`src/rtl/urv_trap_ctrl.sv`:
```
// Machine-mode trap and interrupt sequencer for the uRV core.
// Define URV_TRAP_TIMER_IRQ_EN to build the internal timer interrupt source (MTIP/MTIE).
module urv_trap_ctrl #(
    parameter logic [31:0] TRAP_VECTOR  = 32'h0000_0008,
    parameter int unsigned TIMER_PERIOD = 1000
) (
    input  logic        clk_i,
    input  logic        rst_i,
    input  logic        x_stall_i,
    input  logic        x_kill_i,
    input  logic        x_valid_i,
    input  logic [31:0] x_pc_i,
    input  logic        x_exception_i,
    input  logic [3:0]  x_exception_cause_i,
    input  logic        x_is_mret_i,
    input  logic        d_is_csr_i,
    input  logic [11:0] d_csr_sel_i,
    input  logic [31:0] x_csr_write_value_i,
    input  logic        irq_i,
    output logic [31:0] csr_mstatus_o,
    output logic [31:0] csr_mie_o,
    output logic [31:0] csr_mip_o,
    output logic [31:0] csr_mepc_o,
    output logic [31:0] csr_mcause_o,
    output logic        x_redirect_o,
    output logic [31:0] x_redirect_pc_o,
    output logic        x_trap_kill_o
);

    // state    | meaning
    // IDLE     | accepting instructions, events may be taken
    // REDIRECT | redirect and kill pulse driven this cycle
    // FLUSH    | killed bubble drains, execute ignored
    typedef enum logic [1:0] {
        ST_IDLE     = 2'd0,
        ST_REDIRECT = 2'd1,
        ST_FLUSH    = 2'd2
    } state_t;

    localparam logic [11:0] CSR_ID_MSTATUS = 12'h300;
    localparam logic [11:0] CSR_ID_MIE     = 12'h304;
    localparam logic [11:0] CSR_ID_MEPC    = 12'h341;
    localparam logic [11:0] CSR_ID_MCAUSE  = 12'h342;
    localparam logic [11:0] CSR_ID_MIP     = 12'h344;

    state_t      state_q;
    logic        redirect_q, kill_q;
    logic [31:0] redirect_pc_q;

    logic        mie_q, mie_d;
    logic        mpie_q, mpie_d;
    logic        meie_q, meie_d;
    logic        mtie_q, mtie_d;
    logic        mtip_q, mtip_d;
    logic        meip_q;
    logic [31:0] mepc_q, mepc_d;
    logic [31:0] mcause_q, mcause_d;

    logic go, irq_ext, irq_tmr, take_trap, take_mret, csr_wr;

    assign go        = x_valid_i & ~x_stall_i & ~x_kill_i & (state_q == ST_IDLE);
    assign irq_ext   = mie_q & meie_q & meip_q;
    assign irq_tmr   = mie_q & mtie_q & mtip_q;
    assign take_trap = go & (x_exception_i | irq_ext | irq_tmr);
    assign take_mret = go & ~take_trap & x_is_mret_i;
    assign csr_wr    = go & ~take_trap & ~take_mret & d_is_csr_i;

`ifdef URV_TRAP_TIMER_IRQ_EN
    localparam int unsigned TMR_W = (TIMER_PERIOD > 2) ? $clog2(TIMER_PERIOD) : 1;

    logic [TMR_W-1:0] tmr_cnt_q;
    logic             tmr_wrap;
    logic             mtip_clr;

    assign tmr_wrap = (tmr_cnt_q == TMR_W'(TIMER_PERIOD - 1));
    assign mtip_clr = csr_wr & (d_csr_sel_i == CSR_ID_MIP) & ~x_csr_write_value_i[7];
    // A wrap coinciding with a software clear leaves MTIP set.
    assign mtip_d   = tmr_wrap | (mtip_q & ~mtip_clr);

    always_ff @(posedge clk_i or posedge rst_i) begin
        if (rst_i) begin
            tmr_cnt_q <= '0;
        end else begin
            tmr_cnt_q <= tmr_wrap ? '0 : tmr_cnt_q + TMR_W'(1);
        end
    end
`else
    logic unused_timer_period;

    assign unused_timer_period = (TIMER_PERIOD < 2);
    assign mtip_d              = 1'b0;
`endif

    always_comb begin
        mie_d    = mie_q;
        mpie_d   = mpie_q;
        meie_d   = meie_q;
        mtie_d   = mtie_q;
        mepc_d   = mepc_q;
        mcause_d = mcause_q;
        if (take_trap) begin
            mpie_d = mie_q;
            mie_d  = 1'b0;
            mepc_d = x_pc_i & 32'hFFFF_FFFC;
            if (x_exception_i) begin
                mcause_d = {28'h0, x_exception_cause_i};
            end else if (irq_ext) begin
                mcause_d = 32'h8000_000B;
            end else begin
                mcause_d = 32'h8000_0007;
            end
        end else if (take_mret) begin
            mie_d  = mpie_q;
            mpie_d = 1'b1;
        end else if (csr_wr) begin
            case (d_csr_sel_i)
                CSR_ID_MSTATUS: begin
                    mie_d  = x_csr_write_value_i[3];
                    mpie_d = x_csr_write_value_i[7];
                end
                CSR_ID_MIE: begin
                    meie_d = x_csr_write_value_i[11];
`ifdef URV_TRAP_TIMER_IRQ_EN
                    mtie_d = x_csr_write_value_i[7];
`endif
                end
                CSR_ID_MEPC:   mepc_d   = x_csr_write_value_i & 32'hFFFF_FFFC;
                CSR_ID_MCAUSE: mcause_d = x_csr_write_value_i;
                default: ;
            endcase
        end
    end

    always_ff @(posedge clk_i or posedge rst_i) begin
        if (rst_i) begin
            mie_q    <= 1'b0;
            mpie_q   <= 1'b0;
            meie_q   <= 1'b0;
            mtie_q   <= 1'b0;
            mtip_q   <= 1'b0;
            meip_q   <= 1'b0;
            mepc_q   <= '0;
            mcause_q <= '0;
        end else begin
            mie_q    <= mie_d;
            mpie_q   <= mpie_d;
            meie_q   <= meie_d;
            mtie_q   <= mtie_d;
            mtip_q   <= mtip_d;
            meip_q   <= irq_i;
            mepc_q   <= mepc_d;
            mcause_q <= mcause_d;
        end
    end

    // Redirect/kill sequencing; runs through REDIRECT and FLUSH regardless of stall.
    always_ff @(posedge clk_i or posedge rst_i) begin
        if (rst_i) begin
            state_q       <= ST_IDLE;
            redirect_q    <= 1'b0;
            kill_q        <= 1'b0;
            redirect_pc_q <= '0;
        end else begin
            case (state_q)
                ST_IDLE: begin
                    if (take_trap || take_mret) begin
                        state_q       <= ST_REDIRECT;
                        redirect_q    <= 1'b1;
                        kill_q        <= 1'b1;
                        redirect_pc_q <= take_trap ? TRAP_VECTOR : mepc_q;
                    end
                end
                ST_REDIRECT: begin
                    state_q    <= ST_FLUSH;
                    redirect_q <= 1'b0;
                    kill_q     <= 1'b0;
                end
                ST_FLUSH: begin
                    state_q <= ST_IDLE;
                end
                default: begin
                    state_q    <= ST_IDLE;
                    redirect_q <= 1'b0;
                    kill_q     <= 1'b0;
                end
            endcase
        end
    end

    assign csr_mstatus_o   = {24'h0, mpie_q, 3'b000, mie_q, 3'b000};
    assign csr_mie_o       = {20'h0, meie_q, 3'b000, mtie_q, 7'h00};
    assign csr_mip_o       = {20'h0, meip_q, 3'b000, mtip_q, 7'h00};
    assign csr_mepc_o      = mepc_q;
    assign csr_mcause_o    = mcause_q;
    assign x_redirect_o    = redirect_q;
    assign x_redirect_pc_o = redirect_pc_q;
    assign x_trap_kill_o   = kill_q;

endmodule

```
`config.mk`:
```
export PLATFORM = sky130hd
export DESIGN_NAME = urv_trap_ctrl
export DESIGN_NICKNAME = d
export VERILOG_FILES = /design/src/rtl/urv_trap_ctrl.sv
export SDC_FILE = /design/constraint.sdc
export NUM_CORES = 1
export LEC_CHECK = 0
export ABC_AREA = 0
export CORE_AREA = 2 2 154 156
export DETAILED_ROUTE_END_ITERATION = 6
export DIE_AREA = 0 0 156 158
export SYNTH_ARGS = -nofsm -noshare
export SYNTH_HDL_FRONTEND = slang
export SYNTH_SLANG_ARGS = --single-unit
```
`constraint.sdc`:
```
create_clock -name clk_i -period 8.3 [get_ports clk_i]
set_input_delay 1.66 -clock clk_i [delete_from_list [all_inputs] [get_ports clk_i]]
set_output_delay 1.66 -clock clk_i [all_outputs]
set_load 0.02 [all_outputs]
```
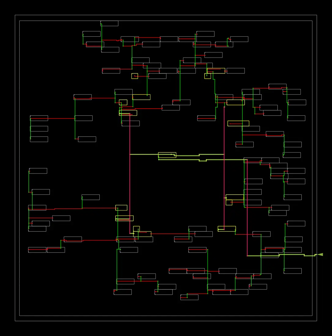
**Above:** run 1 (clock nets).
CTS Buf Count: 9
Post-Route Skew: 15.44 ps
CLK BUF: 9
Flops: 99
Latency at later pin: 360 ps

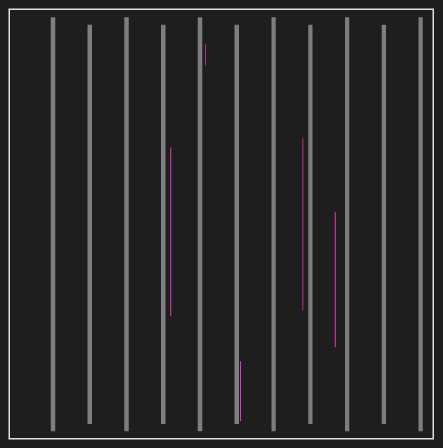
**Above:** run 1 (signal wires on met4).
Supply wires on this layer in grey.
share of all routed wire: 1.3%
nets with wire on the layer: 4
main direction: vertical
longest straight run: 63.2 um
wire length on this layer: 204 um

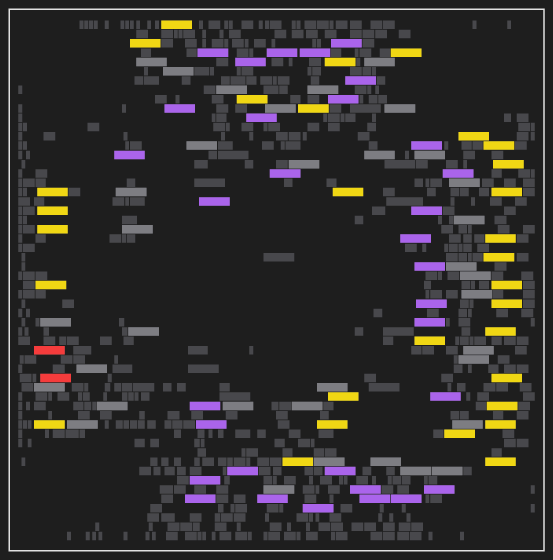
**Above:** run 1 (sequential cells grouped by signal name).
Other sequential cells in the stronger grey, the rest of the logic in the fainter grey.
| netlist name | colour | sequential cells |
|---|---|---|
| `state_q` | red | 2 |
| `csr_mcause_o` | purple | 32 |
| `x_redirect_pc_o` | yellow | 30 |
Reg area: 2477 um2
utilization after layout: 0.3149
sequential share of cell area: 0.3413
sequential group power: 614 uW

[run 1: final timing paths]
kind	start	to	slack, ps	cells after the start
setup / recovery	x_valid_i	csr_mepc_o[2]	3380	6
hold / removal	state_q[1]	state_q[1]	470	1
setup reg to reg	state_q[1]	csr_mepc_o[2]	4700	5
hold reg to reg	state_q[1]	state_q[1]	470	1
max in group asynchronous	rst_i	csr_mcause_o[31]	5360	3
min in group asynchronous	rst_i	x_redirect_pc_o[13]	1730	2
[run 1: flip-flops by register name, summed over array words and instances, names as in the netlist]
| register | count |
|---|---|
| x_redirect_pc_o | 30 |
| state_q | 2 |
| mpie_q | 1 |
| csr_mepc_o | 30 |
| mie_q | 1 |
| csr_mcause_o | 32 |
| meie_q | 1 |
| meip_q | 1 |
| x_trap_kill_o | 1 |
==> deck_impl_summary.md, run 1 <==
Run Summary

Floorplan
  • Die Ht: 158 um

Worst setup path
  • Worst Path Required: 8540 ps
  • Crit path arrival time: 5150 ps

Yosys
  • Main flop type: dfrtp_1
  • EDFF count, synth: 0
  • Post-synthesis cell count: 507
  • Top comb family, area: buffers and inverters
  • Simple share: 0.1134

CTS
  • CTS max path bufs: 2
  • Post-cts hold buffer count: 0
  • Root Driver: clkbuf_16

Finish
  • Layout Nets: 760
  • Invs w/o clock: 9
  • ClkCell Share: 0.04379
  • MI comb cells: 361
  • Logic area: 2170 um2

Power
  • Power Density: 212.3 nW/um2
  • Net Sw Frac: 0.3315
  • Power Internal: 1030 uW
  • Switching power: 510.8 uW
  • Combinational share of power: 0.306

Global route
  • Initial antenna violation count: 0

Final timing
  • RSZ-0062 raised after global routing: no
  • WHS: 467.1 ps

Detailed routing
  • DRC errors left: 0
  • Wl on met1: 7571 um
  • DR top layer: met4

Placed design
  • DP HPWL: 11530 um
  • RePlAce Congestion: 0.7410

Status
  • Status: completed
==> run 2, diff against run 1 <==
Clock period 8.3 ns to 4.82 ns, I/O delays scaled along.
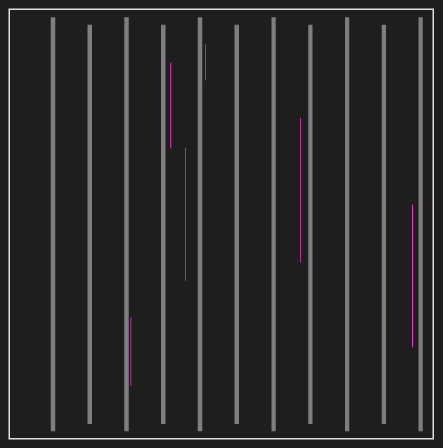
**Above:** run 2 (signal wires on met4).
Supply wires on this layer in grey.
nets with wire on the layer: 4
share of all routed wire: 1.3%
main direction: vertical

==> run 2 against run 1 <==
Against the previous run: die size unchanged; register-to-register slack worse by 2500 ps; routed wire length up 2.6%; power up 71%; cell area up 0.10%; utilization about the same; setup slack worse by 2000 ps; count of clock-buffer cells in the layout up 1; first-iteration DRC count up 25%; hold slack better by 12 ps; area after synthesis unchanged; largest cell class unchanged; largest power group unchanged.
==> deck_impl_summary.md, run 2 <==
Run Summary

CTS
  • Latency at later pin: 360 ps
  • CTS Buf Count: 9
  • CTS max path bufs: 2
  • Post-cts hold buffer count: 0
  • Root Driver: clkbuf_16

Yosys
  • Simple share: 0.1134
  • Cell accounting for the most synthesized area: dfrtp_1
  • Top comb family, area: buffers and inverters
  • Post-synthesis cell count: 507
  • Main flop type: dfrtp_1
  • EDFF count, synth: 0

Worst setup path
  • Crit path arrival time: 3710 ps
  • R2r worst-path depth: 5
  • Worst Path Required: 5060 ps
  • Critical Path End Type: register
  • CP Class: input pin to register

Finish
  • Layout Nets: 763
  • Fin area: 7266 um2
  • Utilization after layout: 0.3152

Placed design
  • DP HPWL: 11610 um
  • RePlAce Congestion: 0.7586

Final timing
  • Final setup viols: 0
  • WHS: 479.6 ps
  • Post-Route Skew: 13.20 ps

Power
  • Power Internal: 1766 uW
  • Sequential group power: 1060 uW
  • Power Density: 362.7 nW/um2
  • Combinational share of power: 0.308
  • Power consumption: 2635 uW
  • Clock Power: 763 uW
  • Net Sw Frac: 0.3297
  • Switching power: 868.8 uW
  • Combinational power: 812 uW

Global route
  • Vias in the first global route: 4218

Status
  • Status: completed

Detailed routing
  • Wl on met1: 7188 um
  • DRC errors left: 0
  • DR top layer: met4

Worst hold path
  • Worst hold path cell count: 1

Floorplan
  • Die Ht: 158 um
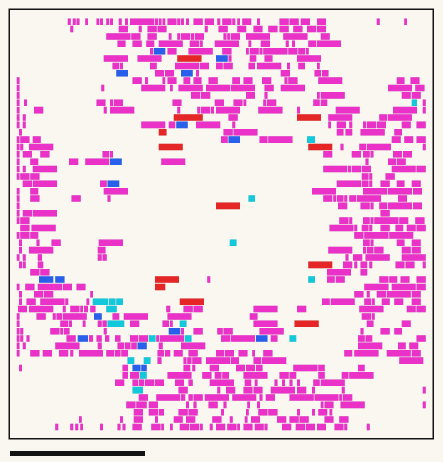
**Above:** run 2 (cells by drive strength).
Bar = 50 um.
| size | colour | cells | share |
|---|---|---|---|
| _2 cells | blue | 17 | 2.5% |
| _0 and _1 cells | magenta | 632 | 93% |
| _3 and _4 cells | cyan | 18 | 2.7% |
| _6 and larger | red | 12 | 1.8% |
nonclk buf count: 194
Final Worst Setup Slack: 1353 ps

## run 2: cell type report
class / instances / area, um2
clock buffers: 10 / 229.0
flip-flops and latches: 99 / 2477
multi-input cells: 361 / 2170
clock inverters: 6 / 73.82
fillers: 2363 / 15790
repair buffers: 194 / 1917
inverters: 9 / 36.28
well taps: 290 / 362.8
## run 2: worst paths after layout
check                       startpoint                  end  slack [ps]
min reg2reg                 state_q[1]           state_q[1]         480
max                        x_is_mret_i        csr_mepc_o[2]        1350
min in group asynchronous        rst_i  x_redirect_pc_o[13]        1020
max reg2reg                 state_q[1]       csr_mepc_o[23]        2220
min                         state_q[1]           state_q[1]         480
max in group asynchronous        rst_i               meip_q        2950
## run 2: worst max-delay path, cell delays in order
cell and delay, ps:
clkdlybuf4s50_1 500, or4_4 580, or4_2 630, or2_2 640, a221o_1 390
==> run 3, diff against run 2 <==
Clock period 4.82 ns to 3 ns, I/O delays scaled along.
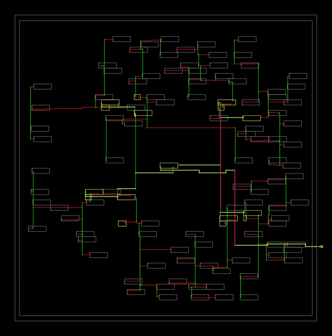
**Above:** run 3 (clock nets).
Clock Sinks: 99
CLK BUF: 10
Clock Power: 1160 uW

==> run 3 against run 2 <==
Against the previous run: setup slack lost 1100 ps; global-route usage about the same; routed wire length is 0.76% lower; critical path depth rose by 1; sequential share of layout area is 0.55 points lower; utilization increased by 0.52 points; register-to-register slack worse by 1400 ps; clock skew decreased by 5.4 ps; area after synthesis unchanged; die size unchanged.
==> deck_impl_summary.md, run 3 <==
Run Summary

Status
  • Status: completed

Yosys
  • Main flop type: dfrtp_1
  • Cell accounting for the most synthesized area: dfrtp_1
  • EDFF count, synth: 0
  • Post-synthesis cell count: 507

CTS
  • CTS max path bufs: 2
  • Post-cts hold buffer count: 0

Finish
  • MI comb cells: 361
  • ClkCell Share: 0.03879
  • Flops: 99

Power
  • Net Sw Frac: 0.3376
  • Power consumption: 4182 uW
  • Power Internal: 2770 uW

Worst setup path
  • Crit path arrival time: 3030 ps
  • Worst path slowest cell: or4_2
  • Critical Path End Type: register
  • Crit path buf inv count: 2

Detailed routing
  • Wl on met1: 7092 um

Global route
  • Vias in the first global route: 4239

Floorplan
  • Die Ht: 158 um
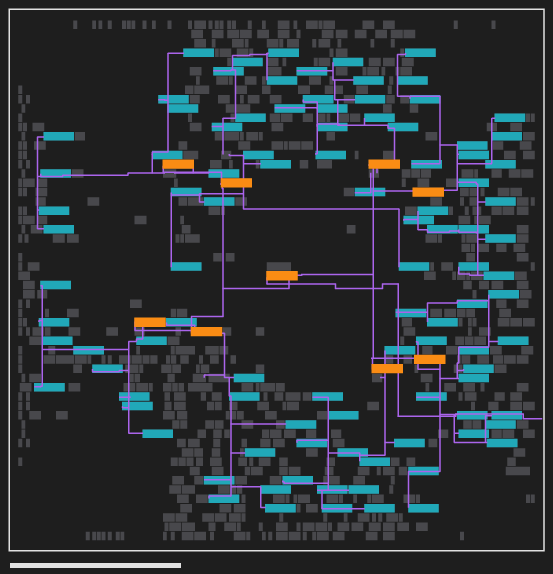
**Above:** run 3 (clock network drawn from the DEF).
Bar = 50 um.
[clock wires] purple | length: 1550 um
[clock drivers] orange | count: 9
[flip-flops] cyan | count: 99
flops lie: spread over the die
clock power share: 0.277
Post-Route Skew: 7.832 ps
Latency at later pin: 350 ps

## run 3: logic make-up after synthesis
logic type | after synthesis | share of synthesized area
buffers and inverters | 142 | 0.1822
and+or+nand+nor | 128 | 0.1134
AOI/OAI and AO/OA | 109 | 0.1738
DFF | 99 | 0.4758
muxes | 28 | 0.05407
other | 1 | 0.0007203
## run 3: path summary, 6_finish.rpt
check | from | endpoint | cells after the start
setup / recovery | x_is_mret_i | csr_mepc_o[14] | 6
hold reg to reg | state_q[1] | state_q[1] | 1
hold / removal | state_q[1] | state_q[1] | 1
setup reg to reg | state_q[1] | csr_mcause_o[1] | 5
max in group asynchronous | rst_i | csr_mcause_o[7] | 3
min in group asynchronous | rst_i | x_redirect_pc_o[26] | 3
Power figures rest on the tool's default switching activity, not on a simulated workload.
